**Run 1: signal wires on met1**

The bar under the picture is 100 um long.
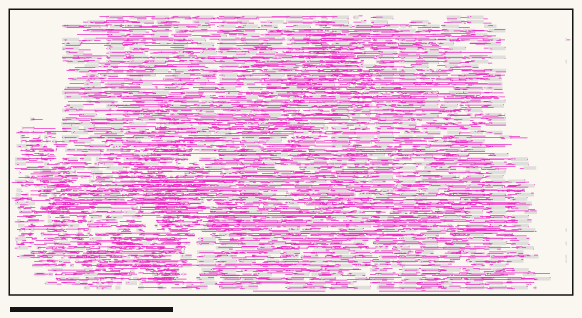
**Run 1: signal wires on met2**

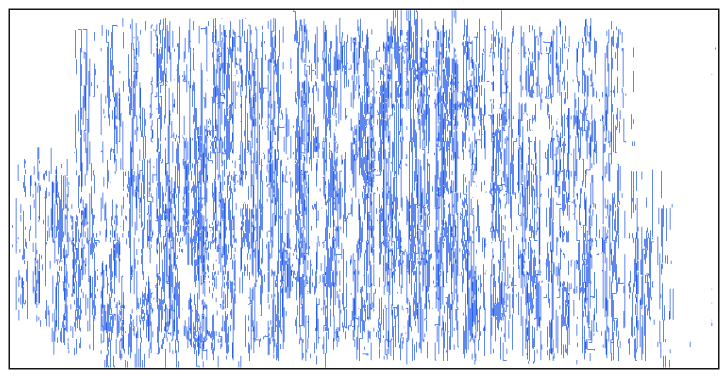
**Run 1: the metal 3 layer**

The bar under the picture is 100 um long.
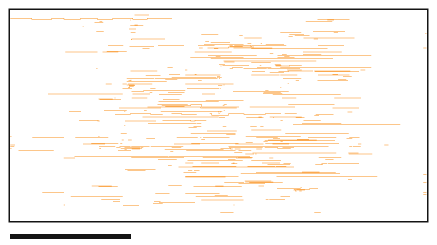
**Run 1: metal 4**

The bar under the picture is 100 um long.
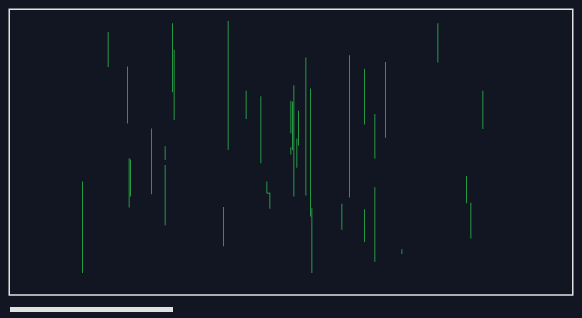
### src/rtl/lcd_pkg.sv
// Shared constants, instruction classes and address helpers for the
// HD44780-compatible LCD responder.
package lcd_pkg;

  localparam logic [6:0] LINE1_BASE = 7'h00;
  localparam logic [6:0] LINE1_END  = 7'h27;
  localparam logic [6:0] LINE2_BASE = 7'h40;
  localparam logic [6:0] LINE2_END  = 7'h67;

  localparam logic [7:0]  CHAR_SPACE  = 8'h20;
  localparam int unsigned LINE_LEN    = 40;
  localparam int unsigned DDRAM_DEPTH = 80;

  typedef enum logic [2:0] {
    CLR, HOME, ENTRY, DISP, SHIFT, FUNC, CGRAM, DDRAM
  } instr_class_e;

  // Instruction class from the highest set bit; 0x00 has no effect beyond busy.
  function automatic instr_class_e instr_class(input logic [7:0] d);
    instr_class_e c;
    casez (d)
      8'b1???????: c = DDRAM;
      8'b01??????: c = CGRAM;
      8'b001?????: c = FUNC;
      8'b0001????: c = SHIFT;
      8'b00001???: c = DISP;
      8'b000001??: c = ENTRY;
      8'b0000001?: c = HOME;
      8'b00000001: c = CLR;
      default:     c = CGRAM;
    endcase
    return c;
  endfunction

  // Address counter step with line wrap in both directions.
  function automatic logic [6:0] ac_next(input logic [6:0] a, input logic inc);
    logic [6:0] n;
    if (inc) begin
      if (a == LINE1_END)      n = LINE2_BASE;
      else if (a == LINE2_END) n = LINE1_BASE;
      else                     n = a + 7'd1;
    end else begin
      if (a == LINE2_BASE)     n = LINE1_END;
      else if (a == LINE1_BASE) n = LINE2_END;
      else                     n = a - 7'd1;
    end
    return n;
  endfunction

  function automatic logic addr_valid(input logic [6:0] a);
    return (a <= LINE1_END) || ((a >= LINE2_BASE) && (a <= LINE2_END));
  endfunction

  // Storage index = line * 40 + column.
  function automatic logic [6:0] ddram_index(input logic [6:0] a);
    return a[6] ? (7'(LINE_LEN) + {1'b0, a[5:0]}) : {1'b0, a[5:0]};
  endfunction

endpackage

### src/rtl/lcd_ddram.sv
// 80x8 display data RAM: one synchronous write port, two combinational
// read ports (address-counter side and debug side). Addresses are storage
// indices 0..79; out-of-range reads return 0.
module lcd_ddram
  import lcd_pkg::*;
(
  input  logic       clk,
  input  logic       we,
  input  logic [6:0] waddr,
  input  logic [7:0] wdata,
  input  logic [6:0] ac_addr,
  output logic [7:0] ac_data,
  input  logic [6:0] dbg_addr,
  output logic [7:0] dbg_data
);

  logic [7:0] mem [DDRAM_DEPTH];

  // Single write port shared by clear-fill and data writes
  always_ff @(posedge clk) begin
    if (we && (waddr < 7'(DDRAM_DEPTH))) mem[waddr] <= wdata;
  end

  assign ac_data  = (ac_addr  < 7'(DDRAM_DEPTH)) ? mem[ac_addr]  : '0;
  assign dbg_data = (dbg_addr < 7'(DDRAM_DEPTH)) ? mem[dbg_addr] : '0;

endmodule

### src/rtl/lcd_responder.sv
// HD44780-compatible character-LCD responder: decodes falling-edge strobes
// on en, maintains DDRAM, address counter, display flags and busy timing.
// Optional feature macro: LCD_READBACK_EN enables the bus read path.
module lcd_responder
  import lcd_pkg::*;
#(
  parameter int unsigned BUSY_CYCLES  = 2_000,
  parameter int unsigned CLEAR_CYCLES = 40_000
) (
  input  logic       clk,
  input  logic       rst,
  input  logic       en,
  input  logic       rs,
  input  logic       rw,
  input  logic [7:0] data_in,
  output logic [7:0] data_out,
  output logic       data_oe,
  output logic       busy,
  output logic       overrun,
  output logic       display_on,
  output logic       cursor_on,
  output logic       blink_on,
  output logic       two_line,
  output logic [6:0] ac,
  input  logic [6:0] dbg_addr,
  output logic [7:0] dbg_char
);

  localparam logic [31:0] FILL_LEN = 32'(DDRAM_DEPTH);
  localparam logic [6:0]  FILL_END = 7'(DDRAM_DEPTH - 1);

  logic         en_q;
  logic         strobe;
  logic [31:0]  busy_cnt;
  logic         fill_active;
  logic [6:0]   fill_idx;
  logic         inc_mode, shift_mode, dl_mode, font_mode;
  logic         we;
  logic [6:0]   waddr;
  logic [7:0]   wdata;
  logic [7:0]   ac_char;
  logic [7:0]   dbg_raw;
  logic         unused_bits;
  instr_class_e cls;

  assign strobe = en_q & ~en;
  assign busy   = (busy_cnt != '0);
  assign cls    = instr_class(data_in);

  lcd_ddram u_ddram (
    .clk      (clk),
    .we       (we),
    .waddr    (waddr),
    .wdata    (wdata),
    .ac_addr  (ddram_index(ac)),
    .ac_data  (ac_char),
    .dbg_addr (ddram_index(dbg_addr)),
    .dbg_data (dbg_raw)
  );

  assign dbg_char = addr_valid(dbg_addr) ? dbg_raw : '0;

  // DDRAM write mux: fill owns the port while active (always busy then)
  always_comb begin
    we    = 1'b0;
    waddr = fill_idx;
    wdata = CHAR_SPACE;
    if (!rst) begin
      if (fill_active) begin
        we = 1'b1;
      end else if (strobe && rs && !rw && !busy) begin
        we    = 1'b1;
        waddr = ddram_index(ac);
        wdata = data_in;
      end
    end
  end

  // Strobe decode, address counter, flags, busy counter and clear fill
  always_ff @(posedge clk) begin
    if (rst) begin
      en_q        <= 1'b0;
      busy_cnt    <= FILL_LEN;
      fill_active <= 1'b1;
      fill_idx    <= '0;
      overrun     <= 1'b0;
      display_on  <= 1'b0;
      cursor_on   <= 1'b0;
      blink_on    <= 1'b0;
      two_line    <= 1'b0;
      ac          <= '0;
      inc_mode    <= 1'b1;
      shift_mode  <= 1'b0;
      dl_mode     <= 1'b0;
      font_mode   <= 1'b0;
    end else begin
      en_q <= en;
      if (busy_cnt != '0) busy_cnt <= busy_cnt - 32'd1;
      if (fill_active) begin
        fill_idx <= fill_idx + 7'd1;
        if (fill_idx == FILL_END) fill_active <= 1'b0;
      end
      if (strobe && !rw) begin
        if (busy) begin
          overrun <= 1'b1;
        end else if (rs) begin
          ac       <= ac_next(ac, inc_mode);
          busy_cnt <= 32'(BUSY_CYCLES);
        end else begin
          busy_cnt <= 32'(BUSY_CYCLES);
          unique case (cls)
            CLR: begin
              fill_active <= 1'b1;
              fill_idx    <= '0;
              ac          <= '0;
              inc_mode    <= 1'b1;
              busy_cnt    <= 32'(CLEAR_CYCLES);
            end
            HOME: begin
              ac       <= '0;
              busy_cnt <= 32'(CLEAR_CYCLES);
            end
            ENTRY: begin
              inc_mode   <= data_in[1];
              shift_mode <= data_in[0];
            end
            DISP: begin
              display_on <= data_in[2];
              cursor_on  <= data_in[1];
              blink_on   <= data_in[0];
            end
            SHIFT: begin
              if (!data_in[3]) ac <= ac_next(ac, data_in[2]);
            end
            FUNC: begin
              dl_mode   <= data_in[4];
              two_line  <= data_in[3];
              font_mode <= data_in[2];
            end
            CGRAM: begin
            end
            DDRAM: begin
              ac <= addr_valid(data_in[6:0]) ? data_in[6:0] : LINE1_BASE;
            end
          endcase
        end
      end
`ifdef LCD_READBACK_EN
      // Data reads advance AC only when idle; status reads never do
      if (strobe && rw && rs && !busy) ac <= ac_next(ac, inc_mode);
`endif
    end
  end

`ifdef LCD_READBACK_EN
  // Registered read data, valid whenever en and rw are both high
  always_ff @(posedge clk) begin
    if (rst) begin
      data_out <= '0;
      data_oe  <= 1'b0;
    end else begin
      data_oe  <= en & rw;
      data_out <= !(en & rw) ? '0 : (rs ? ac_char : {busy, ac});
    end
  end
  assign unused_bits = ^{shift_mode, dl_mode, font_mode};
`else
  assign data_out    = '0;
  assign data_oe     = 1'b0;
  assign unused_bits = ^{shift_mode, dl_mode, font_mode, ac_char};
`endif

endmodule

### config.mk
export PLATFORM = sky130hd
export DESIGN_NAME = lcd_responder
export DESIGN_NICKNAME = d
export VERILOG_FILES = /design/src/rtl/lcd_pkg.sv /design/src/rtl/lcd_ddram.sv /design/src/rtl/lcd_responder.sv
export SDC_FILE = /design/constraint.sdc
export NUM_CORES = 1
export LEC_CHECK = 0
export CELL_PAD_IN_SITES_DETAIL_PLACEMENT = 1
export CELL_PAD_IN_SITES_GLOBAL_PLACEMENT = 1
export CORE_ASPECT_RATIO = 0.5
export CORE_MARGIN = 2
export CORE_UTILIZATION = 50
export CTS_CLUSTER_DIAMETER = 50
export CTS_CLUSTER_SIZE = 28
export DETAILED_ROUTE_END_ITERATION = 8
export PLACE_DENSITY = 0.74
export SLEW_MARGIN = 20
export SYNTH_ARGS = -nofsm -noshare
export SYNTH_HDL_FRONTEND = slang
export SYNTH_SLANG_ARGS = --single-unit
### constraint.sdc
create_clock -name clk -period 9 [get_ports clk]
set_input_delay 0.9 -clock clk [delete_from_list [all_inputs] [get_ports clk]]
set_output_delay 0.9 -clock clk [all_outputs]
set_load 0.01 [all_outputs]
==> changes_impl.md, run 1 <==
### Changed

- Yosys cell count: 1,779
- Hold_buf cts: 0
- Inst Count DP: 2,549
- CP Capture Type: output port
- Slowest cell on crit path: clkdlybuf4s50_1
- Post-CTS Setup Repair Bufs: 0
- Synth Warn #: 0
- DRC errors left: 0
- Number of global-route vias before repair: approximately 17,000
- Antenna Cells: 0
- GR Util All Layers: 25.51%
- Hold Path Class: reg -> reg
- Fill cell count: 5,287
- MaxCap Viol Count: 0
- CP startpoint kind: input pin
- Core ar.: between 50,000 and 60,000 um2
- Cell Type Count: 69
- Syn avg cell area: about 16 um2
- Largest net degree at the start of global routing: around 81
- Chip area: between 60,000 and 70,000 um2
- Clk sinks: roughly 690
- Fp util: between 50% and 60%
- Flops out of synthesis: 694
- Min cycle time layout: between 5 and 6 ns
- CP cell instances: clkdlybuf4s50_1 -> xor2_4 -> buf_4 -> buf_4 -> mux4_2 -> nand2b_1 -> a31oi_1 -> a31oi_1 -> a211o_1 -> clkdlybuf4s50_1
- Main flop type: edfxtp_1
- Layout cells sized above 1: 17.51%
- Top cells by area: edfxtp_1 66%, mux4_2 12%, dfxtp_1 3.7%, nand2_1 1.8%, nor2_1 1.7%
- Most instantiated library cell after synthesis: edfxtp_1
- Post-route insts no fill: 2,613
- Seq share, synth: ~70%
- Worst Tran Pin Value: between 1 and 1.5 ns
- Worst endpoint required time: around 8 ns
- Initial antenna violation count: 0
- Clock skew: about 0.038 ns
- Async set or reset register ratio after synthesis: 0%
- Final Hold Violating Endpoints: 0
- Post-synth EDFFs: around 640
- Clock transition at path regs: 0.07 ns
- NumNets Final: between 1,500 and 2,000
- Clock Path Buffers: 3
- Antenna-violating nets left: 0
- Peak VDD IR: between 0.1 and 0.15 mV
- Die width: ~350 um
- Syn Std Cell Area: just under 30,000 um2
- Tally of OpenROAD warnings: 31
- Dominant cell area share: between 60% and 70%
- Static leakage: between 10 and 15 nW
- GP Congestion: just under 0.9
- Fin crit share: between 60% and 70%
- Hold depth: 2
- IO Port Bufs: approximately 40
- Grt ovf: 0
- Worst-path fanout max: between 50 and 60
- Top post-synthesis cells by count: 640 x edfxtp_1, 155 x mux4_2, 138 x nand2_1, 130 x nor2_1
- Num rows: between 60 and 70
- Setup WS post-layout: approximately 3.4 ns
- First-pass GRT wire length: between 100,000 and 150,000 um
- YS chip area: 29,080 um2
- WL/cell: approximately 29 um
- Status: finished, final reports clean
- Setup CP Type: in -> out
- Yosys top cell by area: edfxtp_1
About 'signal wires on met1':
longest straight run: 98.9 um
nets with wire on the layer: 1,784
share of all routed wire: 44%

About 'signal wires on met2':
wire length on this layer: 34.7 mm
nets with wire on the layer: 1,664

About 'the metal 3 layer':
share of all routed wire: 8.4%
longest straight run: 101 um
nets with wire on the layer: 217
wire length on this layer: 6,350 um
Detailed Route WL: 75,940 um
via count of the routed design: 16,650

About 'metal 4':
main direction: vertical
wire length on this layer: 1,240 um
share of all routed wire: 1.6%
longest straight run: 87.0 um
nets with wire on the layer: 23

[run 1: critical path, delay by kind of cell]
family	cells	cell delay, ns
AND-OR/OR-AND	3	0.66
XOR/XNOR	1	0.19
multiplexers	1	0.39
AND/OR/NAND/NOR	1	0.16
buffers and inverters	4	2.40
[run 1: layout make-up]
type	count	area, um2	area share (%)
clock buffer	44	1005	3.157
clock inverter	20	275.3	0.8650
inverter	16	60.06	0.1887
multi-input combinational	975	8384	26.35
sequential	694	20300	63.79
tap	768	960.9	3.020
timing repair buffer	96	838.3	2.634
[run 1: state kept, by name (all words and copies together) (netlist names), 7 cells and up]
register / count
fill_idx: 7
u_ddram.mem: 640
busy_cnt: 32
ac: 7
[run 1: cells by family (layout without fill, tap and decap cells)]
| family | count (synthesis) | in the layout | share of synthesized area (%) |
|---|---|---|---|
| other cells | 1 | 9 | 0.01290 |
| compound gates | 169 | 169 | 3.842 |
| flops | 694 | 694 | 69.81 |
| buf+inv | 118 | 176 | 1.786 |
| simple gates | 550 | 550 | 9.427 |
| xor+xnor | 40 | 40 | 1.205 |
| mux | 196 | 196 | 13.45 |
| fa+ha+maj | 11 | 11 | 0.4733 |
[run 1: report_power, final]
part	leakage [nW]	switching, mW	internal [mW]
Combinational	3.14	0.198	0.113
Sequential	7.69	0.0115	3.48
Clock	0.615	1.10	0.907
Total	11.4	1.31	4.50
[run 1: metrics by stage]
stage	hold slack (ns)	utilization (%)	power, mW	cell area (um2)
6_report	0.4722	55.44	5.808	31820
3_3_place_gp	0.4732	53.19	3.862	30530
2_1_floorplan	0.4574	-	3.757	29110
3_5_place_dp	0.4644	53.19	3.869	30530
5_1_grt	0.5237	55.44	5.959	31820
4_1_cts	0.4774	55.42	5.830	31810
[run 1: placed cells by master (no fill, tap or decap), drive strengths merged, types with 6 or more instances in the layout]
master	count
edfxtp	640
mux4	155
nand2	138
nor2	130
buf	57
nor3	57
nand3	56
a21oi	56
dfxtp	54
clkbuf	45
clkdlybuf4s50	38
mux2i	34
nor2b	26
inv	25
nand4	23
nor4	23
xor2	22
nand2b	20
o21ai	19
xnor2	18
or4	15
o22ai	14
a31oi	13
and3	12
and2	12
nor3b	11
ha	11
a21o	10
conb	9
or2	8
a221o	8
o31ai	7
mux2	7
a32oi	7
clkinv	7
or3	6
[run 1: metal layers]
| layer | global-route usage [%] | part of all wire (%) | vias to the layer above |
|---|---|---|---|
| met5 | 0 | 0 | - |
| met4 | 4.587 | 1.6 | 0 |
| met3 | 5.404 | 8.4 | 85 |
| met2 | 38.89 | 46 | 668 |
| met1 | 38.56 | 44 | 8813 |
| li1 | - | - | 7082 |
[run 1: path summary, 6_finish.rpt]
kind	startpoint	end	slack, ns
setup reg to reg	ac[3]	u_ddram.mem[6][3]	4.28
hold reg to reg	overrun	overrun	0.47
hold / removal	overrun	overrun	0.47
setup / recovery	dbg_addr[3]	dbg_char[6]	3.35
--- run 2 (diff from run 1) ---
- clock period: 9 -> 5.4 ns (I/O delays scaled with it)
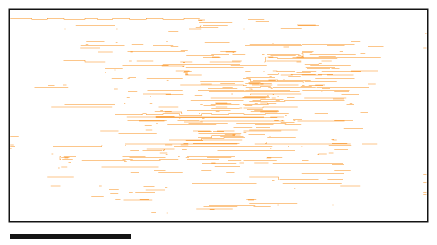
**Above:** run 2 (the metal 3 layer).
The bar under the picture is 100 um long.
share of all routed wire: 8.3%
nets with wire on the layer: 231
wire length on this layer: 6,410 um
main direction: horizontal
longest straight run: 113 um

==> run 2 against run 1 <==
Register-to-register slack lost 3.1 ns. Cell count grew 2.2%. Synthesized cell count is the same. Worst setup slack lost 2.8 ns.
==> changes_impl.md, run 2 <==
### Changed

- Status: finished, final reports clean
- Max reg flops: 640 (unchanged)
- Die width: 345.1 um (unchanged)
- Clk sinks: 694 (unchanged)
- Gate Count Post-Synth: between 1,500 and 2,000
- Hold_buf cts: 0 (unchanged)
- Tally of OpenROAD warnings: 31 (unchanged)
- Vias/cell: 6.336
- Flops out of synthesis: 694 (unchanged)
- Worst path depth: 10 (unchanged)
- HPWL after DPL: 52,380 um
- Number of global-route vias before repair: 17,100 (+1.7%)
- Min cycle time layout: just under 5 ns
- Commonest Layout Cell: edfxtp_1
- CP Capture Type: output port
- Worst endpoint required time: 4.86 ns (-3.24 ns)
- Top cells excl fill/tap: 640 x edfxtp_1, 155 x mux4_2, 137 x nand2_1, 130 x nor2_1, 102 x buf_4
- Grt ovf: 0 (unchanged)
- Final Hold Violating Endpoints: 0 (unchanged)
- Pwr/cell area: between 300 and 400 nW/um2
- NumNets Final: 1,904 (+2.8%)
- Peak VDD IR: 0.2626 mV (+140%)
- Worst path top cell family by delay: buffers and inverters
- Die Span Y: around 170 um
- Dominant cell area share: 66.09% (unchanged)
- Final Setup Violations: 0
- Crit path DAT: around 4.3 ns
- DRC errors left: 0 (unchanged)
- Reg-to-reg startpoint: ac[3]
- Syn Std Cell Area: 29,080 um2 (unchanged)
- Post-CTS Resized: 0
- Setup CP Type: in -> out
- Top post-synthesis cells by count: 640 x edfxtp_1, 155 x mux4_2, 138 x nand2_1, 130 x nor2_1
- First-pass GRT wire length: 115,600 um (+1.9%)
- CTS tree: yes
- Reg with most FFs: u_ddram.mem
- Post-route insts no fill: 2,670 (+2.2%)
- Root buf cell: clkbuf_16
- Seq share, synth: 69.81% (unchanged)
- Top cells by area: edfxtp_1 66%, mux4_2 12%, dfxtp_1 3.7%, nand2_1 1.8%, nor2_1 1.7%
- Fmax achieved: 207.9 MHz
- R2R Setup Slk: 1.18 ns (-3.10 ns)
- Worst-path fanout max: 17 (-67%)
- Main flop type: edfxtp_1
- I/O pin count: approximately 50
- R2R cell count: 8
- Top flop regs: u_ddram.mem: 640 flops, busy_cnt: 32 flops
- Largest stage delay, worst path: between 0.7 and 0.8 ns
- Clock transition at path regs: 0.08 ns (about the same)
- H-tree depth: 2
- GP Congestion: 0.9130 (+5.0%)
- Static leakage: 9.859 nW (-14%)
- Initial antenna violation count: 1 (+1)
- Antenna-violating nets left: 0 (unchanged)
- Slowest cell on crit path: clkdlybuf4s50_1
- R2R Path End: u_ddram.mem[20][7]
- Largest net degree at the start of global routing: 81 (unchanged)
- Syn avg cell area: 16.35 um2 (unchanged)
- WL/cell: 28.88 um (-0.63%)
- Setup crit end: dbg_char[2]
- Design Area, Final: 32,350 um2 (+1.7%)
- GR Util All Layers: 26.05% (+0.54 points)
- Cell Type Count: 69 (unchanged)
- Fp util: 50.66% (unchanged)
- Chip area: 60,220 um2 (unchanged)
- Core ar.: 57,410 um2 (unchanged)
- Inst Count DP: 2,599 (+2.0%)
- Async set or reset register ratio after synthesis: 0% (unchanged)
- Post-CTS Setup Repair Bufs: 0 (unchanged)
- DRT iter0 DRCs: approximately 2,200
- Yosys top cell by area: edfxtp_1
- RSZ-0062 raised after global routing: no
- Num rows: 62 (unchanged)
- Pins Over Slew Limit: 0
- CP cell instances: clkdlybuf4s50_1 -> xor2_4 -> buf_4 -> mux4_2 -> nor2b_1 -> nor4_1 -> buf_4 -> or4_1 -> nand3_1 -> clkdlybuf4s50_1
- YS chip area: 29,080 um2 (unchanged)
- Inserted Clock Buffers: ~40
- Worst Tran Pin Value: 1.163 ns (+0.02007 ns)
- Synth Warn #: 0 (unchanged)
- CP startpoint kind: input pin
- Fin crit share: approximately 89%
- Clock Path Buffers: 3 (unchanged)
- Worst-Skew Late Latency: about 0.61 ns
- Hold WS: 0.4865 ns (+0.01428 ns)
- Critical Path Source: dbg_addr[3]
- MaxCap Viol Count: 0 (unchanged)
- Area Growth Syn to Fin: 11.26%
- Max_slew headroom: 21.77%
- Placement Setup Slack: 0.7173 ns
- Dpl cell area: 30,910 um2 (+1.2%)
- Layout cells sized above 1: 19.66% (+2.2 points)
- IO Port Bufs: 40 (unchanged)
- Worst Path Buf+Inv: 4 (unchanged)
- Detailed Routing Iterations Pass 1: 6
- Clock skew: 0.05023 ns (+0.01188 ns)
- Post-synth EDFFs: 640 (unchanged)
- Yosys cell count: 1,779 (unchanged)
- Hold Path Class: reg -> reg
- Antenna Cells: 0 (unchanged)
- Setup TNS Final: 0 ns
- Most instantiated library cell after synthesis: edfxtp_1
- Setup WS post-layout: 0.5889 ns (-2.765 ns)
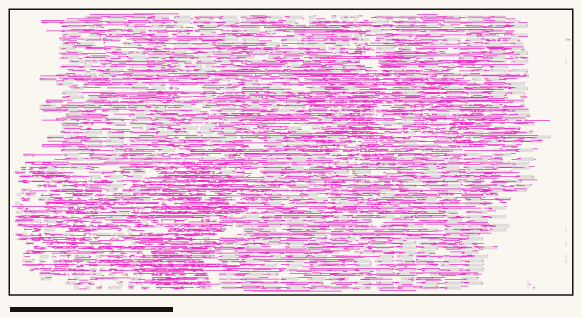
**Above:** run 2 (signal wires on met1).
The bar under the picture is 100 um long.
main direction: horizontal
share of all routed wire: 43%
nets with wire on the layer: 1,835
longest straight run: 94.3 um
via count of the routed design: 16,920
met1 Use GR: 39.20%
Detailed Route WL: 77,110 um

run 2: how the worst min path moves through the flow:
stage	from	endpoint	depth (start not counted)
3_5_place_dp	overrun	overrun	2
5_1_grt	busy_cnt[17]	busy_cnt[17]	2
3_3_place_gp	overrun	overrun	2
6_report	overrun	overrun	2
2_1_floorplan	busy_cnt[17]	busy_cnt[17]	2
4_1_cts	busy_cnt[17]	busy_cnt[17]	2
run 2: worst register-to-register path: stages (launching register included):
cell,delay (ns)
dfxtp_1,0.79
inv_1,0.20
ha_1,0.43
nand2b_1,0.18
a31oi_1,0.38
o21ai_0,0.31
or4_1,0.58
o31a_1,0.40
nor2_1,0.64
run 2: kinds of logic (layout without fill, tap and decap cells):
| family | Yosys count | after routing | synth area share [%] |
|---|---|---|---|
| AND-OR/OR-AND | 169 | 169 | 3.842 |
| XOR/XNOR | 40 | 40 | 1.205 |
| adder cells (fa/ha/maj) | 11 | 11 | 0.4733 |
| buffers and inverters | 118 | 233 | 1.786 |
| flip-flops | 694 | 694 | 69.81 |
| multiplexers | 196 | 196 | 13.45 |
| other | 1 | 9 | 0.01290 |
| AND/OR/NAND/NOR | 550 | 550 | 9.427 |
run 2: area by class of cell:
cell class | instances | area, um2
clock buffers | 42 | 1051
clock inverters | 29 | 384.1
fillers | 5287 | 25050
inverters | 16 | 60.06
multi-input cells | 975 | 8346
flip-flops and latches | 694 | 20300
well taps | 768 | 960.9
repair buffers | 146 | 1251
run 2: layer usage:
| layer | share of wire [%] | GRT usage (%) |
|---|---|---|
| met4 | 2.2 | 6.086 |
| met3 | 8.3 | 4.409 |
| met2 | 46 | 40.14 |
| met1 | 43 | 39.20 |
| met5 | 0 | 0 |
run 2: where the power goes:
part	switching (mW)	internal, mW
clock network	1.91	1.65
logic	0.351	0.210
registers	0.0201	5.80
run 2: stage by stage:
stage / utilization (%) / total power, mW
after detailed placement: 53.84 / 6.493
after floorplan: - / 6.278
after global placement: 53.84 / 6.484
after CTS: 56.34 / 9.986
final: 56.36 / 9.945
after global routing: 56.36 / 10.20
Power and IR drop assume default switching activity.
